File: src/rtl/ringosc_entropy_sampler.sv
// Ring-oscillator entropy consumer: synchronise, sample, optional von Neumann debias, pack, stream.
// Optional feature macro: RINGOSC_VN_DEBIAS_EN (defined = von Neumann debias on raw sample pairs).
module ringosc_entropy_sampler #(
    parameter int unsigned WIDTH       = 8,
    parameter int unsigned SAMPLE_DIV  = 16,
    parameter int unsigned SYNC_STAGES = 2,
    parameter int unsigned STUCK_LIMIT = 64
) (
    input  logic             clk,
    input  logic             rst,
    input  logic             rnd_in,
    output logic [WIDTH-1:0] out_data,
    output logic             out_valid,
    input  logic             out_ready,
    output logic             health_fail,
    output logic [15:0]      sample_count
);
    localparam int unsigned CW = $clog2(WIDTH);

    typedef enum logic [1:0] {ACCUM, FULL, FAIL} state_t;

    state_t                 state_q, state_d;
    logic [SYNC_STAGES-1:0] sync_q, sync_d;
    logic [15:0]            div_q, div_d;
    logic [15:0]            scnt_q, scnt_d;
    logic [15:0]            run_q, run_d;
    logic                   prev_q, prev_d;
    logic [WIDTH-1:0]       data_q, data_d;
    logic [CW-1:0]          cnt_q, cnt_d;
    logic                   have_q, have_d;
    logic                   first_q, first_d;
    logic                   s, tick, trip, bit_ok, bit_val;

    assign s    = sync_q[SYNC_STAGES-1];
    assign tick = (div_q == 16'(SAMPLE_DIV - 1));

    always_comb begin
        sync_d  = {sync_q[SYNC_STAGES-2:0], rnd_in};
        div_d   = tick ? '0 : div_q + 16'd1;
        state_d = state_q;
        data_d  = data_q;
        cnt_d   = cnt_q;
        have_d  = have_q;
        first_d = first_q;
        prev_d  = prev_q;
        run_d   = run_q;
        scnt_d  = scnt_q;
        bit_ok  = 1'b0;
        bit_val = 1'b0;

        // Health monitor and sample counter see every tick, stalled or not.
        if (tick) begin
            if (scnt_q != '1) scnt_d = scnt_q + 16'd1;
            prev_d = s;
            if (s != prev_q)       run_d = 16'd1;
            else if (run_q != '1)  run_d = run_q + 16'd1;
        end
        trip = tick && (32'(run_d) >= STUCK_LIMIT);

        if (tick && state_q == ACCUM) begin
`ifdef RINGOSC_VN_DEBIAS_EN
            if (!have_q) begin
                have_d  = 1'b1;
                first_d = s;
            end else begin
                have_d = 1'b0;
                if (first_q != s) begin
                    bit_ok  = 1'b1;
                    bit_val = first_q;
                end
            end
`else
            bit_ok  = 1'b1;
            bit_val = s;
`endif
        end

        case (state_q)
            ACCUM: begin
                if (bit_ok) begin
                    data_d = {data_q[WIDTH-2:0], bit_val};
                    if (cnt_q == CW'(WIDTH - 1)) begin
                        cnt_d   = '0;
                        state_d = FULL;
                    end else begin
                        cnt_d = cnt_q + 1'b1;
                    end
                end
            end
            FULL: begin
                if (tick) have_d = 1'b0;
                if (out_ready) begin
                    state_d = ACCUM;
                    cnt_d   = '0;
                end
            end
            default: ;
        endcase

        // A health trip overrides any harvest or handshake in the same cycle.
        if (trip || state_q == FAIL) begin
            state_d = FAIL;
            data_d  = '0;
            cnt_d   = '0;
            have_d  = 1'b0;
            first_d = 1'b0;
        end
    end

    always_ff @(posedge clk or posedge rst) begin
        if (rst) begin
            state_q <= ACCUM;
            sync_q  <= '0;
            div_q   <= '0;
            scnt_q  <= '0;
            run_q   <= '0;
            prev_q  <= 1'b0;
            data_q  <= '0;
            cnt_q   <= '0;
            have_q  <= 1'b0;
            first_q <= 1'b0;
        end else begin
            state_q <= state_d;
            sync_q  <= sync_d;
            div_q   <= div_d;
            scnt_q  <= scnt_d;
            run_q   <= run_d;
            prev_q  <= prev_d;
            data_q  <= data_d;
            cnt_q   <= cnt_d;
            have_q  <= have_d;
            first_q <= first_d;
        end
    end

    assign out_data     = data_q;
    assign out_valid    = (state_q == FULL);
    assign health_fail  = (state_q == FAIL);
    assign sample_count = scnt_q;

endmodule
File: config.mk
export PLATFORM = sky130hd
export DESIGN_NAME = ringosc_entropy_sampler
export DESIGN_NICKNAME = d
export VERILOG_FILES = /design/src/rtl/ringosc_entropy_sampler.sv
export SDC_FILE = /design/constraint.sdc
export NUM_CORES = 1
export LEC_CHECK = 0
export ABC_CLOCK_PERIOD_IN_PS = 2800
export CORE_MARGIN = 1
export CORE_UTILIZATION = 48
export CTS_BUF_LIST = sky130_fd_sc_hd__clkbuf_8
export CTS_CLUSTER_DIAMETER = 80
export DETAILED_ROUTE_END_ITERATION = 12
export GPL_ROUTABILITY_DRIVEN = 0
export PLACE_DENSITY = 0.68
export RECOVER_POWER = 25
export SYNTH_ARGS = -nofsm -noshare
export SYNTH_HDL_FRONTEND = slang
export SYNTH_SLANG_ARGS = --single-unit
File: constraint.sdc
create_clock -name clk -period 2.8 [get_ports clk]
set_input_delay 0.56 -clock clk [delete_from_list [all_inputs] [get_ports clk]]
set_output_delay 0.56 -clock clk [all_outputs]
set_load 0.05 [all_outputs]
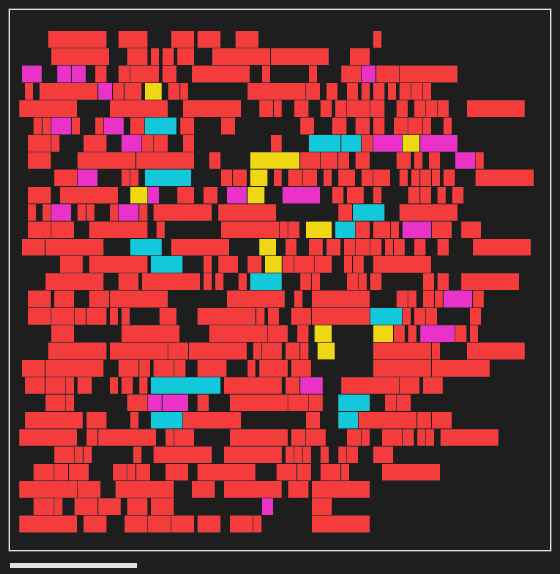
(images/sizes.png)
Bar = 20 µm.
size	color	cells	share
_2 cells	magenta	24	6.3%
_6 and larger	cyan	14	3.7%
_0 and _1 cells	red	333	87%
_3 and _4 cells	yellow	12	3.1%

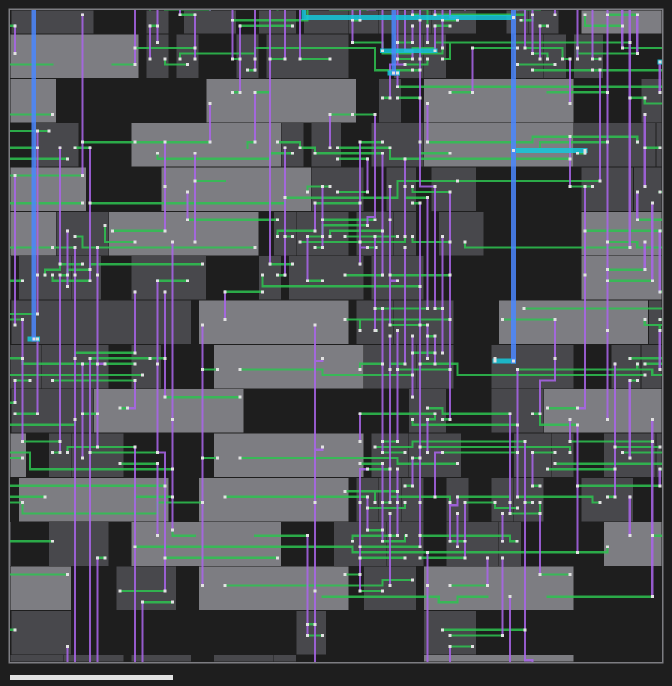
(images/detail.png)
Bar = 10 µm. Window x 22 to 62, y 5 to 45 µm. Cells in gray, sequential cells in the stronger gray; small squares are vias.
layer	color
metal 1	green
metal 3	cyan
metal 2	purple
metal 4	blue
cells with their middle in the window	103
most frequent	dfrtp_1 (22), nand2_1 (10)
sequential cells in the window	22
netlist names of flops here include	`div_q` (12), `sample_count` (5), `run_q` (4)

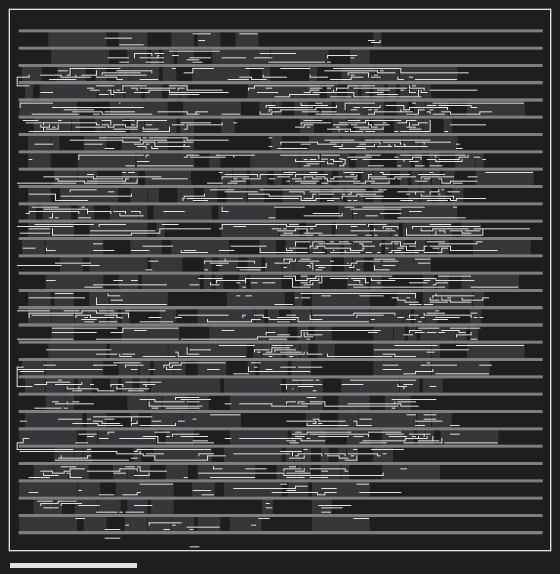
(images/layer_met1.png)
Bar = 20 µm. Supply wires on this layer in gray. Cells faint in the background.
main direction	horizontal
wire length on this layer	3,200 µm
share of all routed wire	47%
nets with wire on the layer	358

-- layout make-up --
class	count	share of cell area [%]
clock buffer	9	3.18
clock inverter	7	1.99
inverter	6	0.578
multi-input combinational	258	41.0
sequential	64	41.1
tap	77	2.47
timing repair buffer	39	9.64
-- final timing paths --
check	from	to	slack, ns	depth (start not counted)
worst max-delay path	run_q[0]$_DFF_PP0_	cnt_q[2]$_DFFE_PP0P_	0.20	9
worst min-delay path	sync_q[0]$_DFF_PP0_	sync_q[1]$_DFF_PP0_	0.35	0
worst max register to register	run_q[0]$_DFF_PP0_	cnt_q[2]$_DFFE_PP0P_	0.20	9
worst min register to register	sync_q[0]$_DFF_PP0_	sync_q[1]$_DFF_PP0_	0.35	0
max in group asynchronous	rst	out_data[0]$_DFFE_PP0P_	0.47	3
min in group asynchronous	rst	div_q[8]$_DFF_PP0_	0.85	2
-- per-stage QoR --
| step | util [%] | instance area (µm²) | total power (µW) | hold slack (ns) | setup slack [ns] |
|---|---|---|---|---|---|
| finish | 59.9 | 3890 | 1920 | 0.351 | 0.195 |
| global route | 59.9 | 3890 | 1990 | 0.365 | 0.0136 |
| CTS | 60.1 | 3910 | 1940 | 0.354 | 0.131 |
| detailed placement | 57.0 | 3700 | 1130 | 0.337 | 0.149 |
| global placement | 57.0 | 3700 | 1130 | 0.334 | 0.183 |
| floorplan | - | 3300 | 1090 | 0.331 | 0.371 |
-- logic make-up (layout without fill, tap and decap cells) --
| kind of cell | count (synthesis) | after routing |
|---|---|---|
| fa+ha+maj | 5 | 5 |
| xor+xnor | 31 | 31 |
| buf+inv | 22 | 61 |
| compound gates | 67 | 67 |
| simple gates | 153 | 153 |
| flops | 64 | 64 |
| mux | 2 | 2 |
-- where the power goes --
| part | leakage, µW | internal (µW) | switching (µW) |
|---|---|---|---|
| registers | 0.000857 | 950 | 26.5 |
| logic | 0.000684 | 49.0 | 85.3 |
| clock network | 0.000101 | 420 | 386 |
| total | 0.00164 | 1420 | 498 |
-- worst max-delay path, delay by kind of cell, from the launching register on --
| kind | cells | cell delay (ns) |
|---|---|---|
| buffers and inverters | 1 | 0.17 |
| adder cells (fa/ha/maj) | 1 | 0.28 |
| AND-OR/OR-AND | 3 | 0.49 |
| AND/OR/NAND/NOR | 4 | 1.17 |
| flip-flops | 1 | 0.43 |
-- state kept, by name (all words and copies together), names as in the netlist --
name          count
run_q            16
state_q           2
cnt_q             3
sample_count     16
div_q            16
prev_q            1
sync_q            2
out_data          8
-- layer usage --
metal	track usage, %	up-vias
met4	8.32	0
li1	-	1292
met5	0	-
met1	28.8	1302
met2	30.5	91
met3	4.67	15
-- repair_timing --
item | in CTS | in global routing
hold buffers | 0 | 0
endpoints found under the hold margin | 0 | 0
resized | 0 | 2
setup endpoints to repair | 0 | 14
==> results.json <==
{
  "top_logic_kind": "simple AND/OR/NAND/NOR gates",
  "diodes": 0,
  "wl_met1_um": 3200,
  "avgViaCountPerCell": 5.87,
  "overflow": 0,
  "met2WireLength_um": 3100,
  "synth.cellmix.compoundShare_pct": 13.1,
  "syn-cell-area_mm2": 0.00330,
  "ff_latch_area_mm2": 0.00160,
  "setup_tns_ns": 0,
  "route.detailed.drc": 0,
  "synthTopCellsByArea": "dfrtp_1 49%, xnor2_1 5.6%, nand2_1 5.5%",
  "initialDrtViolationCount": 191,
  "mi_logic_area_mm2": 0.00160,
  "ff_type": "dfrtp_1",
  "min_period_over_period_pct": 93.0,
  "worstHoldPathType": "reg2reg",
  "status": "finished clean",
  "die_h_um": 84.9,
  "initCoreUtil_pct": 50.7,
  "yosysWarnings": 0,
  "grt_first_pass_wirelength_um": 11600,
  "post-cts-setup-buffers": 0,
  "chip_area_mm2": 0.00720,
  "port_buffers": 29,
  "root_buffer": "clkbuf_8",
  "drt_wl_total_um": 6830,
  "ys_seq_share_pct": 48.6,
  "synth.most_common_cell": "dfrtp_1",
  "power_density_mw_per_mm2": 492,
  "cp-start-kind": "register",
  "cts_made_buffers": 9,
  "peakVddDrop_mv": 0.431,
  "crit_required_ns": 3.07,
  "core_area_mm2": 0.00649,
  "drt_pre_antenna_iters": 4,
  "grt_pass1_vias": 2482,
  "htree_levels": 3,
  "final_nets": 387,
  "grt_setup_unrepaired": "false",
  "period_needed_ns": 2.60,
  "antenna_left": 0,
  "final_cell_mix": "64 x dfrtp_1, 48 x nand2_1, 30 x a21oi_1, 27 x clkdlybuf4s50_1, 25 x nor2_1",
  "edf_count": 0,
  "skew_ns": 0.00660,
  "lay_top_count": "dfrtp_1",
  "top_cells_by_count": "64 x dfrtp_1, 48 x nand2_1, 30 x a21oi_1",
  "syn_to_final_growth_pct": 18.1,
  "path_cells": "ha_2, nand4_2, or4_1, a21oi_1, o22ai_1, nor4_4, a21oi_2, buf_12, nor2_2",
  "vias": 2700,
  "grt_max_degree": 41,
  "top_cell_area_share_pct": 48.6,
  "drive_gt1_share_pct": 13.1
}
Power is estimated from default activity; no workload was simulated.
